File: config.mk
export PLATFORM = sky130hd
export DESIGN_NAME = operand_serializer
export DESIGN_NICKNAME = d
export VERILOG_FILES = /design/src/rtl/operand_serializer_pkg.sv /design/src/rtl/operand_serializer_piso_shift_reg.sv /design/src/rtl/operand_serializer.sv
export SDC_FILE = /design/constraint.sdc
export NUM_CORES = 1
export LEC_CHECK = 0
export ABC_AREA = 1
export CAP_MARGIN = 20
export CORE_MARGIN = 2
export CORE_UTILIZATION = 45
export DETAILED_ROUTE_END_ITERATION = 10
export PLACE_DENSITY_LB_ADDON = 0.12
export REMOVE_ABC_BUFFERS = 1
export SLEW_MARGIN = 5
export SYNTH_ARGS = -nofsm -noshare
export SYNTH_HDL_FRONTEND = slang
export SYNTH_SLANG_ARGS = --single-unit
File: constraint.sdc
create_clock -name clk -period 1.59 [get_ports clk]
set_input_delay 0.318 -clock clk [delete_from_list [all_inputs] [get_ports clk]]
set_output_delay 0.318 -clock clk [all_outputs]
set_load 0.01 [all_outputs]
File: src/rtl/operand_serializer_pkg.sv
// rtl/operand_serializer_pkg.sv - shared numerics and state encodings for operand_serializer
package operand_serializer_pkg;

    localparam int unsigned DEF_WIDTH = 8;

    localparam logic [1:0] ST_IDLE  = 2'd0;
    localparam logic [1:0] ST_SHIFT = 2'd1;
    localparam logic [1:0] ST_FLUSH = 2'd2;

    // A one-cycle frame still needs a one-bit counter.
    function automatic int unsigned cnt_bits(input int unsigned frame_len);
        return (frame_len > 1) ? $clog2(frame_len) : 1;
    endfunction

endpackage

File: src/rtl/operand_serializer_piso_shift_reg.sv
// rtl/operand_serializer_piso_shift_reg.sv - parallel-load, right-shift, zero-fill operand register
module piso_shift_reg #(
    parameter int unsigned WIDTH = 8
) (
    input  logic             clk,
    input  logic             rst_ni,
    input  logic             load_i,
    input  logic             shift_i,
    input  logic             clear_i,
    input  logic [WIDTH-1:0] data_i,
    output logic             lsb_o
);

    logic [WIDTH-1:0] sr_q, sr_d;

    always_comb begin
        sr_d = sr_q;
        if (load_i) begin
            sr_d = data_i;
        end else if (clear_i) begin
            sr_d = '0;
        end else if (shift_i) begin
            sr_d = sr_q >> 1;
        end
    end

    always_ff @(posedge clk or negedge rst_ni) begin
        if (!rst_ni) begin
            sr_q <= '0;
        end else begin
            sr_q <= sr_d;
        end
    end

    assign lsb_o = sr_q[0];

endmodule

File: src/rtl/operand_serializer.sv
// rtl/operand_serializer.sv - frames a parallel operand as LSB-first bits followed by zero flush bits
module operand_serializer
    import operand_serializer_pkg::*;
#(
    parameter int unsigned WIDTH        = DEF_WIDTH,
    parameter int unsigned FLUSH_CYCLES = WIDTH
) (
    input  logic             clk,
    input  logic             rst,
    input  logic             in_valid,
    input  logic [WIDTH-1:0] in_data,
    output logic             in_ready,
    output logic             ser_out,
    output logic             ser_valid,
    output logic             ser_first,
    output logic             ser_last,
    output logic             busy
);

    localparam int unsigned      FRAME_LEN  = WIDTH + FLUSH_CYCLES;
    localparam int unsigned      CNT_W      = cnt_bits(FRAME_LEN);
    localparam logic [CNT_W-1:0] LAST_CNT   = CNT_W'(FRAME_LEN - 1);
    localparam logic [CNT_W-1:0] LAST_SHIFT = CNT_W'(WIDTH - 1);

    logic [1:0]       state_q, state_d;
    logic [CNT_W-1:0] cnt_q, cnt_d, cnt_inc;
    logic             valid_q, valid_d;
    logic             first_q, first_d;
    logic             last_q, last_d;
    logic             accept;
    logic             sr_load, sr_shift, sr_clear;

    // The final frame cycle doubles as an acceptance slot for zero-bubble streaming.
    assign in_ready = (state_q == ST_IDLE) || last_q;
    assign accept   = in_valid && in_ready;
    assign cnt_inc  = cnt_q + CNT_W'(1);

    always_comb begin
        state_d  = state_q;
        cnt_d    = cnt_q;
        valid_d  = valid_q;
        first_d  = first_q;
        last_d   = last_q;
        sr_load  = 1'b0;
        sr_shift = 1'b0;
        sr_clear = 1'b0;
        if (in_ready) begin
            if (accept) begin
                state_d = ST_SHIFT;
                cnt_d   = '0;
                valid_d = 1'b1;
                first_d = 1'b1;
                last_d  = (FRAME_LEN == 1);
                sr_load = 1'b1;
            end else begin
                state_d  = ST_IDLE;
                cnt_d    = '0;
                valid_d  = 1'b0;
                first_d  = 1'b0;
                last_d   = 1'b0;
                sr_clear = 1'b1;
            end
        end else begin
            // Zero fill empties the register by the time FLUSH is reached.
            state_d  = (cnt_inc <= LAST_SHIFT) ? ST_SHIFT : ST_FLUSH;
            cnt_d    = cnt_inc;
            first_d  = 1'b0;
            last_d   = (cnt_inc == LAST_CNT);
            sr_shift = 1'b1;
        end
    end

    always_ff @(posedge clk or negedge rst) begin
        if (!rst) begin
            state_q <= ST_IDLE;
            cnt_q   <= '0;
            valid_q <= 1'b0;
            first_q <= 1'b0;
            last_q  <= 1'b0;
        end else begin
            state_q <= state_d;
            cnt_q   <= cnt_d;
            valid_q <= valid_d;
            first_q <= first_d;
            last_q  <= last_d;
        end
    end

    piso_shift_reg #(
        .WIDTH (WIDTH)
    ) u_piso (
        .clk     (clk),
        .rst_ni  (rst),
        .load_i  (sr_load),
        .shift_i (sr_shift),
        .clear_i (sr_clear),
        .data_i  (in_data),
        .lsb_o   (ser_out)
    );

    assign ser_valid = valid_q;
    assign ser_first = first_q;
    assign ser_last  = last_q;
    assign busy      = valid_q;

endmodule
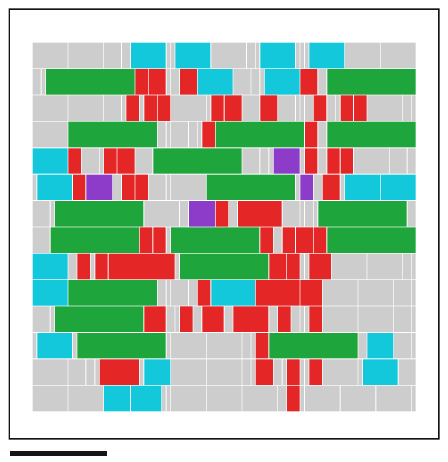
Fig. 1. Placement by cell class.
Scale bar: 10 um. Fill, decap, tap and diode cells in gray.
Key: flip-flops = green [cells 17, share of their area 47%]; clock drivers and dummy loads = purple [cells 4, share of their area 2.9%]; all other logic = red [cells 54, share of their area 30%]; other buffers and delay cells = cyan [cells 19, share of their area 20%]
core area: 1510 um2
flop share of the area: 45.9%

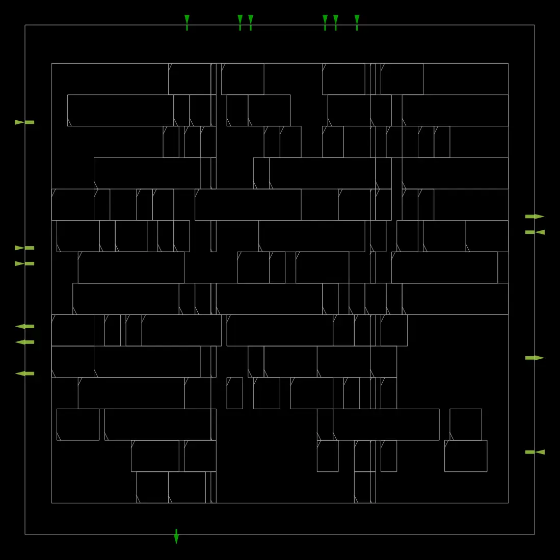
Fig. 2. Placement view.
flop count: 17
Post-Layout Cell Count: 110
fin util: 61.5%
tap cells: 16
row cnt: 14

==> flow_metrics.py <==
# Auto-generated metrics
metrics = {
    "global_route": {
        "grt_pass1_vias": 491,
        "grt.busiest_layer": "met2",
        "met3_usage_pct": 6.12,
        "antenna_found_initial": 0,
        "grt.overflow.total": 0,
        "use_met1_pct": 22.3,
        "grt_pass1_wl_mm": 2.20,
        "use_met2_pct": 22.9,
        "grt_max_degree": 18,
    },
    "synthesis": {
        "most_common_cell": "nand2_1",
        "ys_seq_share_pct": 58.7,
        "ys_sh_simple_pct": 27.6,
        "synth-xor-area-share_pct": 0,
        "synth_flops": 17,
        "synthCells": 74,
        "mux_share_pct": 0,
        "synth_cell_types": 15,
        "synthTopCellsByCount": "nand2_1 (24), dfrtp_1 (17), nand3_1 (9)",
        "yosysWarnings": 0,
        "aoi_share_pct": 3.28,
        "ys_sh_adder_pct": 3.45,
        "edf_count": 0,
        "post-synth-top-area-cell": "dfrtp_1",
        "syn_area_um2": 724,
        "yosysCellCount": 74,
        "syn_avg_cell_area_um2": 9.79,
        "yosys-dominant-comb-family": "simple AND/OR/NAND/NOR gates",
        "synth.area.top_cells": "dfrtp_1 (59%), nand2_1 (12%), nand3_1 (6.2%)",
        "yosys_most_used_dff": "dfrtp_1",
        "synth_top_area_share_pct": 58.7,
        "async_flop_share_pct": 100,
        "ys_area_um2": 724,
    },
    "detailed_routing": {
        "dr_wl_met3_um": 71,
        "topRoutingLayerUsed": "met4",
        "vias_per_cell": 4.95,
        "detail_route.first_pass.iterations": 4,
        "drc": 0,
        "wl_met2_um": 534,
        "drt-initial-drc-count": 17,
        "ant_nets": 0,
        "met1_length_um": 624,
    },
    "pwr": {
        "switching_share_pct": 36.9,
        "p_seq_uw": 707,
        "comb_power_share_pct": 38.9,
        "p_clk_share_pct": 14.7,
        "internal_power_uw": 960,
        "p_switching_uw": 561,
        "p_comb_uw": 591,
        "peakVddDrop_mv": 0.882,
        "total_leakage_power_uw": 0.000495,
        "clk-power_uw": 223,
        "power_uw": 1520,
        "p_per_area_nw_per_um2": 1640,
        "power-top-group": "registers",
    },
    "clock_tree": {
        "cts_buffer_depth": 2,
        "cts_tree": "built",
        "cts_buffers": 3,
        "ctsResizeCount": 1,
        "clk_latency_ns": 0.28,
        "cts_setup_buffers": 1,
        "path_clk_slew_ns": 0.09,
        "cts_sinks": 17,
        "ctsHoldBuffers": 0,
        "cts_max_level": 1,
        "cts_root_buf": "clkbuf_4",
    },
    "setup_path": {
        "worst_path_max_delay_cell": "clkdlybuf4s50_1",
        "crit_start": "busy",
        "reg2reg_slack_ns": 0.49,
        "critPathKind": "flop to output pin",
        "path_delay_family": "buffers and inverters",
        "critPathArrivalTime_ns": 1.23,
        "endpoint_kind": "output pin",
        "critPathMaxStageDelay_ns": 0.55,
        "rr_startpoint": "cnt_q[0]",
        "crit_required_ns": 1.27,
        "worstSetupStartpointType": "flop",
        "worst-path-buf-inv": 1,
        "path_depth": 1,
        "r2r_cells": 6,
        "crit_path_end": "ser_valid",
        "crit_fanout": 3,
    },
    "layout": {
        "regArea_um2": 425,
        "clockBufferCount": 4,
        "reg_top3": "u_piso.sr_q: 8 flops, cnt_q: 4 flops, state_q: 2 flops",
        "antenna_cells": 0,
        "fin_nets": 108,
        "nNonClkBuffers": 19,
        "inverters": 6,
        "clock_area_share_pct": 2.83,
        "drive_above_1_share_pct": 11.7,
        "comb_cells": 48,
        "comb-cell-share_pct": 26.9,
        "final_common_cell": "nand2_1",
        "comb_area_um2": 249,
        "largest_register_ffs": 8,
        "fin_area_um2": 927,
        "largestClassByArea": "flip-flops and latches",
        "fillers": 132,
        "largest-register": "u_piso.sr_q",
        "syn2layout_area_growth_pct": 28.0,
        "buf_share_pct": 19.8,
        "final_cell_mix": "nand2_1 (24), dfrtp_1 (17), clkdlybuf4s50_1 (14)",
    },
    "floorplan": {
        "die_area_um2": 1950,
        "die_h_um": 44.1,
        "die_w_um": 44.1,
        "initCoreUtil_pct": 48.1,
        "ios": 17,
    },
    "timing": {
        "report.final.slew_viol_count": 0,
        "fmax_mhz": 646,
        "fin_hold_ws_ns": 0.342,
        "period_used_pct": 97.3,
        "hold_violations": 0,
        "finalSetupTns_ns": 0,
        "fin_skew_ns": 0.00478,
        "fin_crit_ns": 1.55,
        "setup_ws_ns": 0.0425,
        "setup_viol": 0,
        "relSlewSlack_pct": 81.1,
        "worst_slew_pin_slew_ns": 0.283,
        "rsz0062_at_grt": "no",
    },
    "placement": {
        "pre_cts_ws_ns": 0.174,
        "io_buffers": 16,
        "place_congestion": 0.724,
        "place_inst": 105,
        "place_area_um2": 892,
        "dpl.hpwl_um": 885,
    },
    "status": {
        "run_status": "finished, final reports clean",
    },
    "worst_hold_path": {
        "hold_path.class": "input pin to async pin",
    },
    "job": {
        "warnings": 26,
        "maxCapViolCount": 0,
    },
}
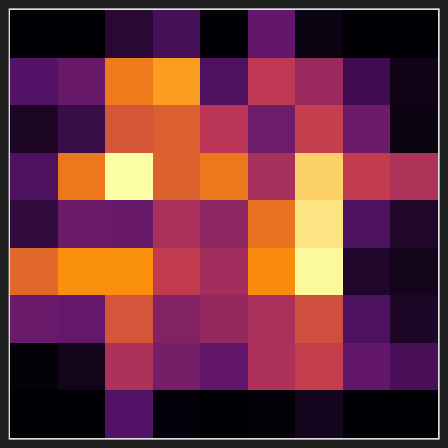
Fig. 3. Signal metal coverage by tile.
The die is cut into 9 by 9 equal tiles; black is low, pale yellow is high, scaled to the fullest tile. Values are wire area over tile area, all layers added.
The mean over all tiles is 0.10. The emptiest ninth of the die: north-east. 28% of the tiles are over half the peak.
Via Count: 544
overall routing resource usage: 16.0%
DR WL/cell: 11.3 um
DRT Wirelength: 1.24 mm

Power figures rest on the tool's default switching activity, not on a simulated workload.
